===== src/rtl/multi_cycle_ctrl.sv =====
// Multi-cycle controller for the 4-bit-opcode ISA (R-type, lw, sw, beq).
// Sequences FETCH/DECODE/EXEC/MEM/WB, stalls on mem_ready, traps, counts retires.
//
// Ports:
//   clk, rst_n            clock (rising edge), async active-low reset
//   run                   start fetching from IDLE
//   opcode                IR[15:12], stable from DECODE until the instruction retires
//   zero                  ALU zero flag (the datapath gates PcWriteCond with it)
//   mem_ready             memory completes the current access this cycle
//   PcWrite..AluOp        datapath controls
//   err, err_code         sticky trap flag and cause (01 illegal, 10 timeout)
//   retired               retired-instruction count, wraps
//   state                 current state (debug)
module multi_cycle_ctrl #(
    parameter int MEM_TIMEOUT = 16,
    parameter int CNT_W       = 16
) (
    input  logic             clk,
    input  logic             rst_n,
    input  logic             run,
    input  logic [3:0]       opcode,
    input  logic             zero,
    input  logic             mem_ready,
    output logic             PcWrite,
    output logic             PcWriteCond,
    output logic [1:0]       PcSrc,
    output logic             IorD,
    output logic             IrWrite,
    output logic             MemRead,
    output logic             MemWrite,
    output logic             MemToReg,
    output logic             RegDst,
    output logic             RegWrite,
    output logic             AluSrcA,
    output logic [1:0]       AluSrcB,
    output logic             extOp,
    output logic [2:0]       AluOp,
    output logic             err,
    output logic [1:0]       err_code,
    output logic [CNT_W-1:0] retired,
    output logic [2:0]       state
);

    typedef enum logic [2:0] {
        S_IDLE   = 3'd0,
        S_FETCH  = 3'd1,
        S_DECODE = 3'd2,
        S_EXEC   = 3'd3,
        S_MEM    = 3'd4,
        S_WB     = 3'd5,
        S_ERR    = 3'd7
    } state_t;

    localparam logic [3:0] OP_R  = 4'd0;
    localparam logic [3:0] OP_LW = 4'd1;
    localparam logic [3:0] OP_SW = 4'd2;

    localparam int WC_W = $clog2(MEM_TIMEOUT + 1);
    localparam logic [WC_W-1:0] WC_LAST = WC_W'(MEM_TIMEOUT - 1);

    state_t          cur;
    state_t          nxt;
    logic [WC_W-1:0] wait_cnt;
    logic            err_q;
    logic [1:0]      code_q;
    logic [1:0]      code_nxt;
    logic [CNT_W-1:0] ret_q;
    logic            retire;
    logic            timeout;
    logic            is_lw;

    // The branch decision itself is made in the datapath (PcWriteCond & zero).
    logic unused_zero;
    assign unused_zero = zero;

    assign is_lw   = (opcode == OP_LW);
    // Last permitted waiting cycle; a ready on this cycle still wins.
    assign timeout = !mem_ready && (wait_cnt == WC_LAST);

    always_comb begin
        nxt         = cur;
        code_nxt    = 2'b00;
        retire      = 1'b0;
        PcWrite     = 1'b0;
        PcWriteCond = 1'b0;
        PcSrc       = 2'b00;
        IorD        = 1'b0;
        IrWrite     = 1'b0;
        MemRead     = 1'b0;
        MemWrite    = 1'b0;
        MemToReg    = 1'b0;
        RegDst      = 1'b0;
        RegWrite    = 1'b0;
        AluSrcA     = 1'b0;
        AluSrcB     = 2'b00;
        extOp       = 1'b0;
        AluOp       = 3'b000;
        case (cur)
            S_IDLE: begin
                if (run) nxt = S_FETCH;
            end
            S_FETCH: begin
                MemRead = 1'b1;
                AluSrcB = 2'b01;
                AluOp   = 3'b001;
                if (mem_ready) begin
                    IrWrite = 1'b1;
                    PcWrite = 1'b1;
                    nxt     = S_DECODE;
                end else if (timeout) begin
                    nxt      = S_ERR;
                    code_nxt = 2'b10;
                end
            end
            S_DECODE: begin
                AluSrcB = 2'b10;
                extOp   = 1'b1;
                AluOp   = 3'b001;
                if (opcode[3:2] == 2'b00) begin
                    nxt = S_EXEC;
                end else begin
                    nxt      = S_ERR;
                    code_nxt = 2'b01;
                end
            end
            S_EXEC: begin
                AluSrcA = 1'b1;
                if (opcode == OP_R) begin
                    AluOp = 3'b100;
                    nxt   = S_WB;
                end else if (is_lw || opcode == OP_SW) begin
                    AluSrcB = 2'b10;
                    extOp   = 1'b1;
                    AluOp   = 3'b001;
                    nxt     = S_MEM;
                end else begin
                    AluOp       = 3'b010;
                    PcWriteCond = 1'b1;
                    PcSrc       = 2'b01;
                    nxt         = S_FETCH;
                    retire      = 1'b1;
                end
            end
            S_MEM: begin
                IorD     = 1'b1;
                MemRead  = is_lw;
                MemWrite = !is_lw;
                if (mem_ready) begin
                    if (is_lw) begin
                        nxt = S_WB;
                    end else begin
                        nxt    = S_FETCH;
                        retire = 1'b1;
                    end
                end else if (timeout) begin
                    nxt      = S_ERR;
                    code_nxt = 2'b10;
                end
            end
            S_WB: begin
                RegWrite = 1'b1;
                MemToReg = is_lw;
                RegDst   = !is_lw;
                nxt      = S_FETCH;
                retire   = 1'b1;
            end
            S_ERR: begin
                nxt = S_ERR;
            end
            default: begin
                nxt = S_IDLE;
            end
        endcase
    end

    always_ff @(posedge clk or negedge rst_n) begin
        if (!rst_n) begin
            cur      <= S_IDLE;
            wait_cnt <= '0;
            err_q    <= 1'b0;
            code_q   <= 2'b00;
            ret_q    <= '0;
        end else begin
            cur <= nxt;
            if (nxt == S_ERR && cur != S_ERR) begin
                err_q  <= 1'b1;
                code_q <= code_nxt;
            end
            if (retire) ret_q <= ret_q + 1'b1;
            // Any state change restarts the wait window.
            if (nxt != cur) begin
                wait_cnt <= '0;
            end else if ((cur == S_FETCH || cur == S_MEM) && !mem_ready) begin
                wait_cnt <= wait_cnt + 1'b1;
            end
        end
    end

    assign err      = err_q;
    assign err_code = code_q;
    assign retired  = ret_q;
    assign state    = cur;

endmodule


===== config.mk =====
export PLATFORM = sky130hd
export DESIGN_NAME = multi_cycle_ctrl
export DESIGN_NICKNAME = d
export VERILOG_FILES = /design/src/rtl/multi_cycle_ctrl.sv
export SDC_FILE = /design/constraint.sdc
export NUM_CORES = 1
export LEC_CHECK = 0
export ABC_AREA = 1
export CAP_MARGIN = 10
export CORE_MARGIN = 4
export CORE_UTILIZATION = 33
export CTS_CLUSTER_SIZE = 14
export DETAILED_ROUTE_END_ITERATION = 12
export PLACE_DENSITY = 0.57
export SETUP_SLACK_MARGIN = 0.4
export SYNTH_ARGS = -nofsm -noshare
export SYNTH_HDL_FRONTEND = slang
export SYNTH_SLANG_ARGS = --single-unit

===== constraint.sdc =====
create_clock -name clk -period 3.3 [get_ports clk]
set_clock_uncertainty 0.2 [all_clocks]
set_input_delay 0.495 -clock clk [delete_from_list [all_inputs] [get_ports clk]]
set_output_delay 0.495 -clock clk [all_outputs]
set_load 0.005 [all_outputs]

cell_density.png
8 x 8 tiles, from dark blue (low) to red (high), 0 to 100% covered.
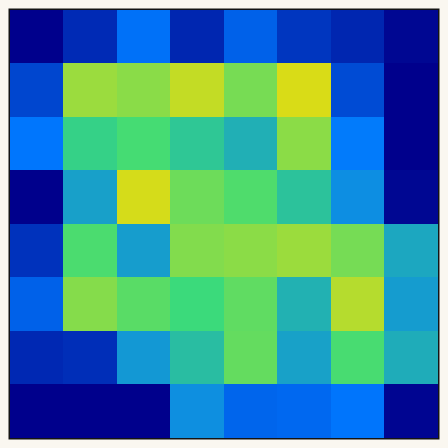
- mean over tiles: 33%
- densest ninth of the die: centre
- nearly empty tiles: 16%
- fullest tile: 70%
FP Util: 0.347
fin util: 0.446
Core Region: 5200 sq um

wires.png
Scale bar: 20 um.
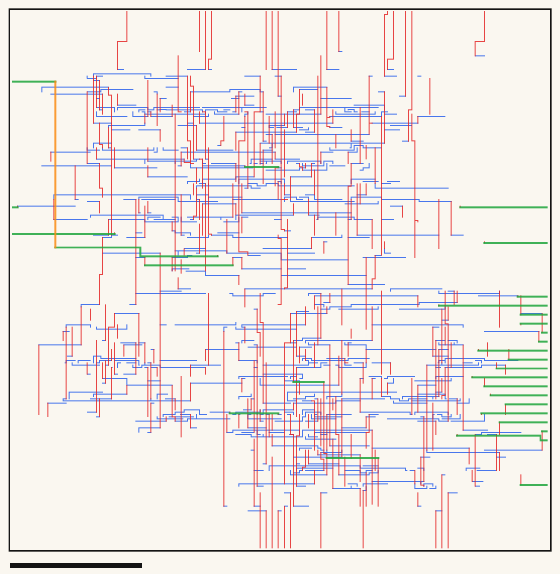
- metal 1: blue (wire length 2000 um)
- metal 4: orange (wire length 25.2 um)
- metal 2: red (wire length 1780 um)
- metal 3: green (wire length 235 um)
Vias: 1586
GRT Total Usage: 0.128
Avg WL per Cell: 11.4 um
Post-Route WL: 4030 um

==> summary.txt <==
status: finished, final reports clean
Slew HR: 0.656
yosys xor share: 0.0874
Dominant comb cell: simple AND/OR/NAND/NOR gates
dpl ws: 0.490 ns
CTS sink count: 27
clk slew on worst S/H paths: 0.09 ns
FMAX: 365 MHz
crit-path max FO: 8
CP Capture Type: output pin
yosys simple share: 0.359
Final min period: 2.74 ns
Chip Area, Yosys: 1800 sq um
internal reg-to-reg setup slack: 1.17 ns
syn_area_per_cell: 7.49 sq um
number of nets still failing antenna checks after routing: 0
Worst EP arrival: 2.04 ns
Synthesis Warnings: 0
htree depth: 1
Synthesized Nets: 253
Reg2Reg Launch Point: state[2]
maximum vdd drop: 0.361 mV
Pwr per Cell Area: 716 nW/um^2
# Cells Yosys: 241
DRC Markers: 0
Adder Share, Synth: 0.0208
min-delay worst type: reg -> reg
ANT cells: 0
Num CTS Buffers: 3
# IOs: 49
initial antenna violation count: 0
hold_buf cts: 0
Maximum Capacitance Violations: 0
Root Buffer: clkbuf_8
min-delay src: err
P_leak: 1.08 nW
Final Hold Viols: 0
Period Utilization, post-route: 0.830
DRT iter0 DRCs: 103
startpoint types: input port
die height: 81.9 um
Total Power: 1.66 mW
Mapped Area: 1800 sq um
fin nets: 296
maximum number of pins on one net before global-route repair: 28
# rows: 26
Die X: 81.9 um
IO buf count: 46
area fraction in mux cells: 0
clk_routes.png
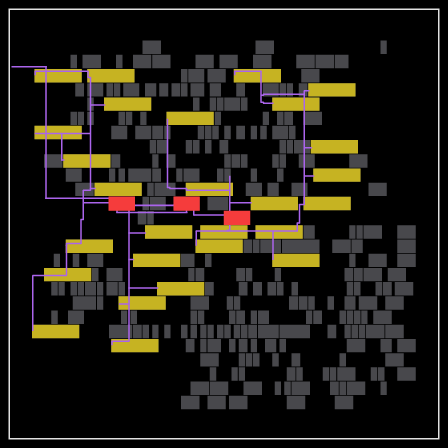
- clock wires: purple (length 352 um)
- flip-flops: yellow (count 27)
- clock drivers: red (count 3)
- routed clock nets: 4
clock power share: 0.111
clk ins delay skew pair: 0.26 ns

congestion.png
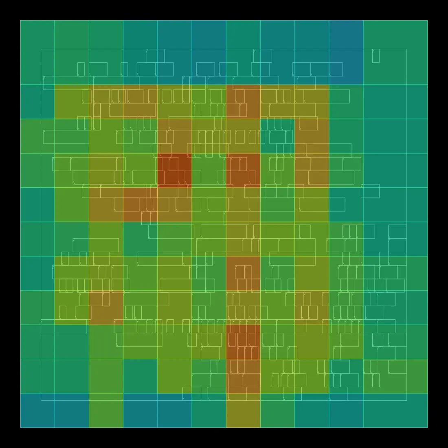
Global Route met3 Usage: 0.0285
met2 Use GR: 0.200
GR peak layer: met2
GR Util met1: 0.183

## synthesized netlist by cell type
library cell	number	area share
buf_4	4	0.017
xnor2_1	3	0.015
nor2_2	2	0.0069
inv_4	1	0.0035
nor2_1	29	0.060
nor2_8	1	0.011
inv_1	21	0.044
nor3_1	5	0.014
o21ai_0	4	0.011
conb_1	1	0.0021
nand4_1	4	0.014
nand2_1	68	0.14
o21bai_1	1	0.0042
nor2_4	2	0.012
o21ai_1	9	0.025
ha_1	3	0.021
a21oi_1	1	0.0028
o211ai_1	1	0.0042
and3_1	2	0.0069
nand3b_1	1	0.0042
xor2_1	15	0.073
nor3_4	1	0.0090
inv_2	7	0.015
buf_6	5	0.031
nand2_2	3	0.010
nand3_1	16	0.044
dfrtp_1	27	0.37
nand3_2	2	0.011
nand2_4	2	0.012
## per-layer routing
layer,wire [um],track usage
met5,0,0
met4,25,0.0199
met3,234,0.0285
met2,1780,0.200
met1,2000,0.183
## area by class of cell
type,count,area (sq um)
fillers,547,2880
multi-input cells,176,933
flip-flops and latches,27,676
repair buffers,47,468
inverters,29,111
well taps,70,87.6
clock buffers,4,45.0
## registers in the layout, indices dropped and copies added, names as in the netlist
signal,flops
retired,16
wait_cnt,5
state,3
err_code,2
err,1
## cell families after synthesis
group / count (synthesis)
other cells: 1
simple gates: 138
compound gates: 16
buf+inv: 38
flops: 27
xor+xnor: 18
fa+ha+maj: 3
## cells in the final DEF (no fill, tap or decap), types with 2 or more instances in the layout
master            n
nand2_1          67
clkdlybuf4s50_1  46
nor2_1           29
dfrtp_1          27
inv_1            21
nand3_1          16
xor2_1           15
o21ai_1           9
inv_2             7
nor3_1            5
nand2_2           4
o21ai_0           4
nand4_1           4
xnor2_1           3
ha_1              3
clkbuf_8          3
and3_1            2
nor2_4            2
nor2_2            2
nand3_2           2
nand2_4           2
## timing repair
item,in CTS,in global routing
endpoints found under the setup margin,0,2
hold endpoints to repair,0,0
resized,0,1
## power by group
part	internal [mW]	total (mW)	switching (mW)	leakage [nW]
Clock	0.0863	0.184	0.0974	0.0228
Sequential	0.430	0.586	0.156	0.351
Combinational	0.441	0.892	0.450	0.711
## critical path, cell delays in order
cell,delay [ns]
clkdlybuf4s50_1,0.44
nor2_2,0.23
nand2_2,0.14
nand2_1,0.09
nand2_1,0.08
nand3_1,0.07
clkdlybuf4s50_1,0.50
## metrics by stage
| step | std cells | hold WS, ns |
|---|---|---|
| 2_1_floorplan | 241 | -0.000591 |
| 3_3_place_gp | 349 | 0.298 |
| 3_5_place_dp | 349 | 0.287 |
| 4_1_cts | 353 | 0.310 |
| 5_1_grt | 353 | 0.341 |
| 6_report | 353 | 0.300 |
## final timing paths
check | cells after the start | endpoint
hold reg to reg | 1 | err
setup reg to reg | 7 | retired[6]
setup / recovery | 7 | AluOp[0]
min in group asynchronous | 2 | retired[7]
hold / removal | 1 | err
max in group asynchronous | 2 | retired[11]
Power and IR drop assume default switching activity.
